--- src/rtl/vram_arbiter_if.sv ---
// Signal bundle between the VGA timing/writer/RAM side and the VRAM arbiter.
// The arbiter connects through the slave modport.
interface vram_arbiter_if #(
  parameter int ADDR_W = 15,
  parameter int DATA_W = 8
);
  logic [9:0]        hcnt;
  logic [9:0]        vcnt;
  logic              hsync_in;
  logic              vsync_in;
  logic              wr_req;
  logic [ADDR_W-1:0] wr_addr;
  logic [DATA_W-1:0] wr_data;
  logic              wr_ack;
  logic [ADDR_W-1:0] ram_addr;
  logic              ram_we;
  logic [DATA_W-1:0] ram_wdata;
  logic [DATA_W-1:0] ram_rdata;
  logic [DATA_W-1:0] pix_data;
  logic              video_on;
  logic              hsync_out;
  logic              vsync_out;
  logic              frame_start;

  modport master (
    output hcnt, vcnt, hsync_in, vsync_in, wr_req, wr_addr, wr_data, ram_rdata,
    input  wr_ack, ram_addr, ram_we, ram_wdata, pix_data, video_on,
           hsync_out, vsync_out, frame_start
  );

  modport slave (
    input  hcnt, vcnt, hsync_in, vsync_in, wr_req, wr_addr, wr_data, ram_rdata,
    output wr_ack, ram_addr, ram_we, ram_wdata, pix_data, video_on,
           hsync_out, vsync_out, frame_start
  );
endinterface

--- src/rtl/vram_arbiter.sv ---
// Single-port VRAM arbiter: scan-out owns the RAM during active video, the writer gets blanking slots.
// Define VRAM_ARB_VBLANK_ONLY_EN to restrict writes to vertical blanking (tear-free updates).
//
// state   | meaning
// S_IDLE  | blanking, no grant; ram_addr held
// S_SCAN  | active video, scan read issued
// S_WRITE | writer granted, ram_we and wr_ack asserted
module vram_arbiter #(
  parameter int H_ACTIVE = 640,
  parameter int V_ACTIVE = 480,
  parameter int SH       = 2,
  parameter int ADDR_W   = 15,
  parameter int DATA_W   = 8
) (
  input logic            clk,
  input logic            rst,
  vram_arbiter_if.slave  bus
);
  typedef enum logic [1:0] {S_IDLE, S_SCAN, S_WRITE} state_t;

  localparam logic [9:0] H_ACT = 10'(H_ACTIVE);
  localparam logic [9:0] V_ACT = 10'(V_ACTIVE);

  state_t            state;
  logic [ADDR_W-1:0] scan_addr;
  logic [ADDR_W-1:0] line_base;
  logic              active;
  logic              at_origin;
  logic              wr_slot;
  logic [2:0]        von_sr;
  logic [2:0]        hs_sr;
  logic [2:0]        vs_sr;

  assign active    = (bus.hcnt < H_ACT) && (bus.vcnt < V_ACT);
  assign at_origin = (bus.hcnt == 10'd0) && (bus.vcnt == 10'd0);

  // S_WRITE is exactly the cycle wr_ack is high, so this blocks back-to-back grants
`ifdef VRAM_ARB_VBLANK_ONLY_EN
  assign wr_slot = !active && (state != S_WRITE) && (bus.vcnt >= V_ACT);
`else
  assign wr_slot = !active && (state != S_WRITE);
`endif

  always_ff @(posedge clk or posedge rst) begin
    if (rst) begin
      state         <= S_IDLE;
      bus.ram_addr  <= '0;
      bus.ram_we    <= 1'b0;
      bus.ram_wdata <= '0;
      bus.wr_ack    <= 1'b0;
    end else begin
      bus.ram_we <= 1'b0;
      bus.wr_ack <= 1'b0;
      if (active) begin
        state        <= S_SCAN;
        // frame-start clear wins, so the first read of a frame is address 0
        bus.ram_addr <= at_origin ? '0 : scan_addr;
      end else if (wr_slot && bus.wr_req) begin
        state         <= S_WRITE;
        bus.ram_addr  <= bus.wr_addr;
        bus.ram_wdata <= bus.wr_data;
        bus.ram_we    <= 1'b1;
        bus.wr_ack    <= 1'b1;
      end else begin
        state <= S_IDLE;
      end
    end
  end

  always_ff @(posedge clk or posedge rst) begin
    if (rst) begin
      scan_addr <= '0;
      line_base <= '0;
    end else if (at_origin) begin
      scan_addr <= '0;
      line_base <= '0;
    end else if (active) begin
      if (&bus.hcnt[SH-1:0]) scan_addr <= scan_addr + ADDR_W'(1);
    end else if ((bus.hcnt == H_ACT) && (bus.vcnt < V_ACT)) begin
      // replay the stored line until the last replicated screen line, then move on
      if (&bus.vcnt[SH-1:0]) line_base <= scan_addr;
      else                   scan_addr <= line_base;
    end
  end

  always_ff @(posedge clk or posedge rst) begin
    if (rst) begin
      von_sr          <= 3'b000;
      hs_sr           <= 3'b111;
      vs_sr           <= 3'b111;
      bus.pix_data    <= '0;
      bus.frame_start <= 1'b0;
    end else begin
      von_sr          <= {von_sr[1:0], active};
      hs_sr           <= {hs_sr[1:0], bus.hsync_in};
      vs_sr           <= {vs_sr[1:0], bus.vsync_in};
      bus.pix_data    <= von_sr[1] ? bus.ram_rdata : DATA_W'(0);
      bus.frame_start <= at_origin;
    end
  end

  assign bus.video_on  = von_sr[2];
  assign bus.hsync_out = hs_sr[2];
  assign bus.vsync_out = vs_sr[2];
endmodule
--- src/flat_wrapper.sv ---
// flat-port wrapper written by rule: the top's interface ports become plain ports
module vram_arbiter_flat 
#(
  parameter int H_ACTIVE = 640,
  parameter int V_ACTIVE = 480,
  parameter int SH       = 2,
  parameter int ADDR_W   = 15,
  parameter int DATA_W   = 8
)
  (clk, rst, bus_hcnt, bus_vcnt, bus_hsync_in, bus_vsync_in, bus_wr_req, bus_wr_addr, bus_wr_data, bus_ram_rdata, bus_wr_ack, bus_ram_addr, bus_ram_we, bus_ram_wdata, bus_pix_data, bus_video_on, bus_hsync_out, bus_vsync_out, bus_frame_start);
  vram_arbiter_if #(.ADDR_W(ADDR_W), .DATA_W(DATA_W)) bus_i ();
  input logic clk;
  input logic rst;
  input wire logic [$bits(bus_i.hcnt)-1:0] bus_hcnt;
  input wire logic [$bits(bus_i.vcnt)-1:0] bus_vcnt;
  input wire logic [$bits(bus_i.hsync_in)-1:0] bus_hsync_in;
  input wire logic [$bits(bus_i.vsync_in)-1:0] bus_vsync_in;
  input wire logic [$bits(bus_i.wr_req)-1:0] bus_wr_req;
  input wire logic [$bits(bus_i.wr_addr)-1:0] bus_wr_addr;
  input wire logic [$bits(bus_i.wr_data)-1:0] bus_wr_data;
  input wire logic [$bits(bus_i.ram_rdata)-1:0] bus_ram_rdata;
  output wire logic [$bits(bus_i.wr_ack)-1:0] bus_wr_ack;
  output wire logic [$bits(bus_i.ram_addr)-1:0] bus_ram_addr;
  output wire logic [$bits(bus_i.ram_we)-1:0] bus_ram_we;
  output wire logic [$bits(bus_i.ram_wdata)-1:0] bus_ram_wdata;
  output wire logic [$bits(bus_i.pix_data)-1:0] bus_pix_data;
  output wire logic [$bits(bus_i.video_on)-1:0] bus_video_on;
  output wire logic [$bits(bus_i.hsync_out)-1:0] bus_hsync_out;
  output wire logic [$bits(bus_i.vsync_out)-1:0] bus_vsync_out;
  output wire logic [$bits(bus_i.frame_start)-1:0] bus_frame_start;
  assign bus_i.hcnt = bus_hcnt;
  assign bus_i.vcnt = bus_vcnt;
  assign bus_i.hsync_in = bus_hsync_in;
  assign bus_i.vsync_in = bus_vsync_in;
  assign bus_i.wr_req = bus_wr_req;
  assign bus_i.wr_addr = bus_wr_addr;
  assign bus_i.wr_data = bus_wr_data;
  assign bus_i.ram_rdata = bus_ram_rdata;
  assign bus_wr_ack = bus_i.wr_ack;
  assign bus_ram_addr = bus_i.ram_addr;
  assign bus_ram_we = bus_i.ram_we;
  assign bus_ram_wdata = bus_i.ram_wdata;
  assign bus_pix_data = bus_i.pix_data;
  assign bus_video_on = bus_i.video_on;
  assign bus_hsync_out = bus_i.hsync_out;
  assign bus_vsync_out = bus_i.vsync_out;
  assign bus_frame_start = bus_i.frame_start;
  vram_arbiter #(.H_ACTIVE(H_ACTIVE), .V_ACTIVE(V_ACTIVE), .SH(SH), .ADDR_W(ADDR_W), .DATA_W(DATA_W)) u_core (.clk(clk), .rst(rst), .bus(bus_i));
endmodule
--- config.mk ---
export PLATFORM = sky130hd
export DESIGN_NAME = vram_arbiter_flat
export DESIGN_NICKNAME = d
export VERILOG_FILES = /design/src/rtl/vram_arbiter_if.sv /design/src/rtl/vram_arbiter.sv /design/src/flat_wrapper.sv
export SDC_FILE = /design/constraint.sdc
export NUM_CORES = 1
export LEC_CHECK = 0
export CAP_MARGIN = 10
export CORE_MARGIN = 2
export CORE_UTILIZATION = 28
export CTS_BUF_LIST = sky130_fd_sc_hd__clkbuf_16
export DETAILED_ROUTE_END_ITERATION = 12
export PLACE_DENSITY = 0.6
export SLEW_MARGIN = 20
export SYNTH_ARGS = -nofsm -noshare
export SYNTH_HDL_FRONTEND = slang
export SYNTH_SLANG_ARGS = --single-unit
--- constraint.sdc ---
create_clock -name clk -period 2.4 [get_ports clk]
set_input_delay 0.48 -clock clk [delete_from_list [all_inputs] [get_ports clk]]
set_output_delay 0.48 -clock clk [all_outputs]
set_load 0.03 [all_outputs]
Fig. 1: run 1, where the registers sit
The bar under the picture is 20 um long. Other sequential cells in the stronger gray, the rest of the logic in the fainter gray.
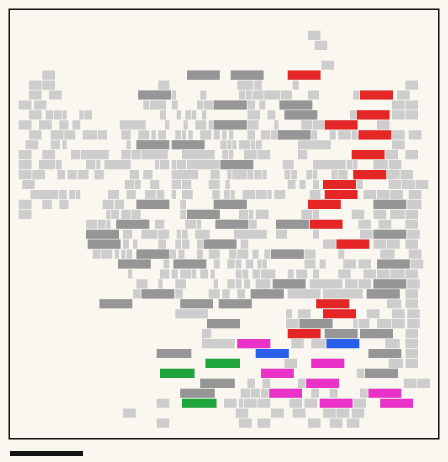
`u_core.bus.pix_data` -> magenta  # sequential cells 8, where lower right
`u_core.bus.ram_addr` -> red  # sequential cells 15
`u_core.von_sr` -> blue  # sequential cells 2
`u_core.vs_sr` -> green  # sequential cells 3

Fig. 2: run 1, nets reached from selected ports
The bar under the picture is 20 um long.
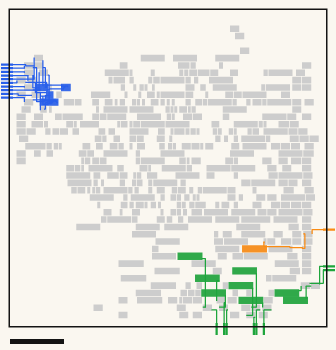
`bus_wr_ack` -> orange  # direction output, end cells 1, buffers 1, wire 29.5 um
`bus_pix_data` -> green  # direction output, end cells 8, buffers 8, wire 133 um
`bus_vcnt` -> blue  # direction input, end cells 7, buffers 11, wire 215 um

Fig. 3: run 1, PDN straps and rails
The bar under the picture is 20 um long. Pins as bars on the die edge. Tap cells in gray.
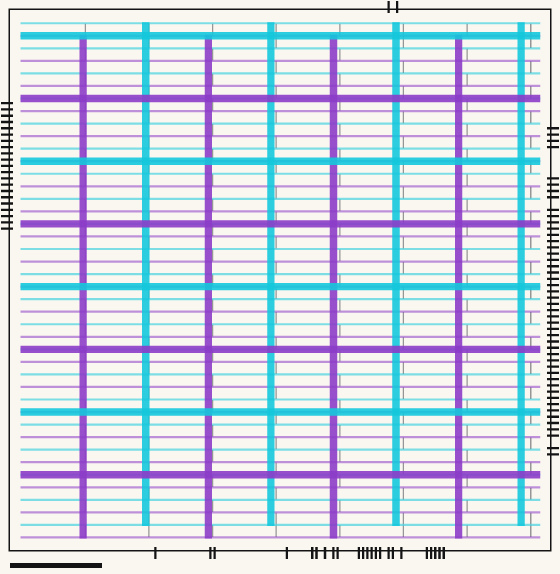
VSS -> purple
VDD -> cyan
met1 rails = 42
tap cells = 172
signal pins = 93
met4 straps = 8

==> flow_summary.toml, run 1 <==
# yosys + openroad results
[run_status]
run_status = "complete, no violations"

[layout]
drive_gt1_share_pct = 23.8
n_diodes = 0
layout.cells.most_common_list = "clkdlybuf4s50_1 (92), dfrtp_1 (66), nand2_1 (39), a21oi_1 (36), buf_4 (23)"
layout.nets = 497
finish.utilization_pct = 40.6

[clocking]
post-cts-setup-buffer-count = 0
tritoncts = "built"
number_of_buffers_added_by_the_clock_tree_synthesis_step = 9
tritoncts_num_sinks = 72
clock_insertion_delay_worst_skew_ns = 0.33
resized_cells_post_cts = 0

[yosys]
numSynthFlops = 72
mappedNetlistNets = 394
yosys-dominant-comb-family = "AND-OR/OR-AND gates"
post_synth_and_or_nand_nor_area_fraction_pct = 15.5
ys.flop_type = "dfrtp_1"
synth_compound_gate_area_share_pct = 20.1
yosysWarningCount = 0

[final_timing]
max-slew-margin-rel_pct = 55.8
fmaxAchievable_mhz = 471

[global_route]
antenna_found_initial = 0
first_pass_grt_wire_length_mm = 14.3
grtUsageTotal_pct = 13.2

[detailed_routing]
vias_per_cell = 4.76
wl_mm = 8.83
drc = 0

[placement]
place_area_um2 = 4800
dpl.hpwl_mm = 6.39
post-place-cells = 601

[critical_path]
slowest_delay_ns = 0.51
setup.reg_to_reg.worst_slack_ns = 0.46
end_kind = "flip-flop"
criticalPathCategory = "primary input to flip-flop"
required_time_worst_endpoint_ns = 2.61

[floorplanning]
design.core.area_um2 = 12600
fp.dieW_um = 117

[flow_run]
warnings = 26

[pwr]
seq_power_share_pct = 40.5
comb_power_share_pct = 22.2
run 1: cell families (layout without fill, tap and decap cells):
group                      count (synthesis)  in the layout
and+or+nand+nor                          100            100
muxes                                     27             27
buffers and inverters                     34            142
AOI/OAI and AO/OA                        103            103
adders and majority gates                  1              1
DFF                                       72             72
run 1: worst reg2reg max path, cell delays in order (launching register included):
cell and delay, ns:
dfrtp_1 0.48, ha_1 0.31, and4_1 0.42, nand2_1 0.17
o32a_1 0.36, o21ai_1 0.12
run 1: routing by layer:
metal,track usage [%],vias up,wire length (um)
met5,0,-,0
met4,4.31,0,98
met3,2.78,10,591
met2,21.5,103,4070
met1,17.7,1397,4070
li1,-,1424,-
run 1: final cells by class:
class,instances,area (um^2)
fill,1233,7470
sequential,72,1810
multi-input combinational,231,1570
timing repair buffer,119,1170
clock buffer,9,225
tap,172,215
clock inverter,7,80.1
inverter,7,26.3
run 1: path summary, 6_finish.rpt:
kind | endpoint | depth (start not counted)
max | u_core.scan_addr[8] | 5
min | u_core.hs_sr[2] | 0
max reg2reg | u_core.scan_addr[10] | 5
min reg2reg | u_core.hs_sr[2] | 0
max in group asynchronous | u_core.vs_sr[2] | 3
min in group asynchronous | u_core.bus.pix_data[4] | 3
run 1: power groups by stage:
| stage | Combinational (mW) | Sequential [mW] | Clock, mW |
|---|---|---|---|
| after floorplan | 0.287 | 1.59 | 0 |
| after global placement | 0.787 | 1.46 | 0 |
| after detailed placement | 0.798 | 1.47 | 0 |
| after CTS | 0.801 | 1.44 | 1.36 |
| after global routing | 0.857 | 1.46 | 1.43 |
| final | 0.793 | 1.44 | 1.33 |
run 1: through the flow:
stage	hold WS, ns	TNS (ns)
finish	0.356	0
global route	0.362	0
CTS	0.356	0
detailed placement	0.348	-0.738
global placement	0.346	-0.137
floorplan	0.345	0
run 1: cell usage after synthesis (6+ instances only):
cell      instances  area, um^2
a21oi_2          21         184
dfrtp_1          66        1650
nand3_1          10        50.1
a21oi_1          36         180
clkbuf_1         10        37.5
dfstp_2           6         158
o21ai_1           6        30.0
nand2_2          11        68.8
buf_2             7        35.0
and2_1           10        62.6
mux2_2           10         113
mux2i_1          17         170
nand2_1          39         146
run 1: flip-flops by register name, indices dropped and copies added (netlist names):
name and count:
u_core.scan_addr 15, u_core.bus.ram_addr 15, u_core.bus.ram_wdata 8, u_core.vs_sr 3, u_core.state 1, u_core.bus.wr_ack 1, u_core.von_sr 2, u_core.bus.frame_start 1
u_core.hs_sr 3, u_core.line_base 15, u_core.bus.pix_data 8
Fig. 4: run 1, cell placement
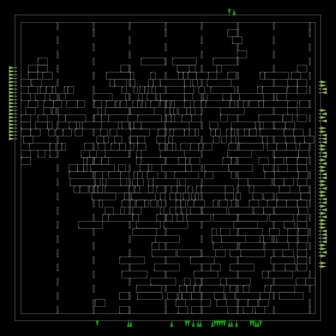

--- run 2 (diff from run 1) ---
--- a/config.mk
+++ b/config.mk
@@ -5,7 +5,9 @@
 export SDC_FILE = /design/constraint.sdc
 export NUM_CORES = 1
 export LEC_CHECK = 0
+export ABC_CLOCK_PERIOD_IN_PS = 2400
 export CAP_MARGIN = 10
+export CORE_ASPECT_RATIO = 0.6
 export CORE_MARGIN = 2
 export CORE_UTILIZATION = 28
 export CTS_BUF_LIST = sky130_fd_sc_hd__clkbuf_16
@@ -15,3 +17,4 @@
 export SYNTH_ARGS = -nofsm -noshare
 export SYNTH_HDL_FRONTEND = slang
 export SYNTH_SLANG_ARGS = --single-unit
+export TNS_END_PERCENT = 30
Fig. 5: run 2, cell placement
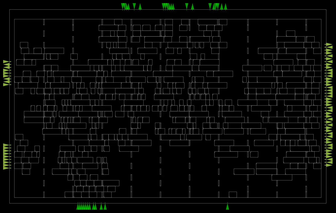
count of filler cells inserted in the layout: 1,172
row cnt: 31
final standard cell utilization of the core: 42.0%
filler-free cell count of the finished design: 612

==> run 2 against run 1 <==
  * Combinational power fell by 2%
  * Register-to-register slack lost 0.02 ns
  * Flip-flop count did not move
  * Global-route usage up 0.70 points
  * Critical path depth is 2 higher
  * Clock-buffer cell count stayed put
  * Synthesized cell count did not move
  * Sequential power barely moved
  * Total power grew 0.49%
  * Core utilization rose by 1.4 points
  * Setup slack lost 0.033 ns
  * Critical endpoint is now u_core.scan_addr[6]
==> flow_summary.toml, run 2 <==
# yosys + openroad results
[layout]
drive_gt1_share_pct = 24.2
layout.cells.most_common_list = "clkdlybuf4s50_1 (92), dfrtp_1 (66), nand2_1 (39), a21oi_1 (36), buf_4 (22)"
layout_top_registers = "u_core.bus.ram_addr (15), u_core.line_base (15), u_core.scan_addr (15)"
layout.area.seq_um2 = 1810
layout.nets = 499
n_diodes = 0
area_growth_pct = 43.6
multi_input_comb_area_um2 = 1570

[clocking]
clock_insertion_delay_worst_skew_ns = 0.33
number_of_buffers_added_by_the_clock_tree_synthesis_step = 9
resized_cells_post_cts = 0
post-cts-setup-buffer-count = 0
tritoncts_num_sinks = 72
tritoncts = "built"

[detailed_routing]
dr_wl_met2_mm = 3.95
wl_mm = 9.22
met1_length_mm = 4.62
drc = 0
vias_per_cell = 4.92
routed-wl-met3_um = 567

[final_timing]
max-slew-margin-rel_pct = 53.2
setup_total_negative_slack_ns = 0
fmaxAchievable_mhz = 464

[floorplanning]
design.core.area_um2 = 12300

[global_route]
antenna_found_initial = 0
grtUsageTotal_pct = 13.9
first_pass_grt_wire_length_mm = 15.2

[yosys]
yosysWarningCount = 0
ys.flop_type = "dfrtp_1"
mappedNetlistNets = 394
synth.most_common_cell = "dfrtp_1"
numSynthFlops = 72
largest_area_cell = "dfrtp_1"
top_area_cell_share_pct = 46.1

[pwr]
seq_power_share_pct = 40.7
design_power_total_mw = 3.58
comb_power_share_pct = 21.7

[critical_path]
end_kind = "flip-flop"
criticalPathCategory = "primary input to flip-flop"
required_time_worst_endpoint_ns = 2.60

[placement]
post-place-cells = 596
dpl.hpwl_mm = 6.73

[run_status]
run_status = "complete, no violations"
## run 2: final cells by class
type	count	area share, %
well taps	165	4.01
clock buffers	9	4.38
inverters	7	0.511
flip-flops and latches	72	35.2
clock inverters	7	1.56
multi-input cells	231	30.5
repair buffers	121	23.8
## run 2: logic make-up after synthesis
family / after synthesis / share of synthesized area [%]
AND-OR/OR-AND: 103 / 20.1
adder cells (fa/ha/maj): 1 / 0.349
buffers and inverters: 34 / 5.62
flip-flops: 72 / 50.5
multiplexers: 27 / 7.89
AND/OR/NAND/NOR: 100 / 15.5
## run 2: path summary, 6_finish.rpt
path | from | to | slack (ns) | cells past startpoint
worst max-delay path | bus_vcnt[6] | u_core.scan_addr[6] | 0.24 | 7
worst min-delay path | u_core.vs_sr[0] | u_core.vs_sr[1] | 0.36 | 0
worst max register to register | u_core.scan_addr[0] | u_core.scan_addr[10] | 0.44 | 5
worst min register to register | u_core.vs_sr[0] | u_core.vs_sr[1] | 0.36 | 0
max in group asynchronous | rst | u_core.scan_addr[10] | 1.36 | 3
min in group asynchronous | rst | u_core.von_sr[2] | 0.43 | 2
## run 2: power groups by stage
stage / clock, mW / combinational, mW / sequential (mW)
2_1_floorplan: 0 / 0.287 / 1.59
3_3_place_gp: 0 / 0.773 / 1.48
3_5_place_dp: 0 / 0.782 / 1.48
4_1_cts: 1.40 / 0.785 / 1.46
5_1_grt: 1.46 / 0.833 / 1.48
6_report: 1.35 / 0.776 / 1.46
## run 2: through the flow
stage	hold WS (ns)	utilization [%]
after floorplan	0.345	-
after global placement	0.345	39.5
after detailed placement	0.347	39.5
after CTS	0.356	42.0
after global routing	0.363	42.0
final	0.356	42.0
## run 2: worst max-delay path, stage by stage
cell	delay (ns)
clkdlybuf4s50_1	0.44
or4_1	0.51
or3_1	0.43
buf_12	0.19
inv_2	0.09
buf_12	0.15
a211oi_1	0.06
## run 2: layer usage
| layer | vias up | global-route usage [%] |
|---|---|---|
| li1 | 1439 | - |
| met1 | 1462 | 20.0 |
| met2 | 103 | 20.9 |
| met3 | 9 | 3.58 |
| met4 | 0 | 3.62 |
| met5 | - | 0 |
Power figures rest on the tool's default switching activity, not on a simulated workload.
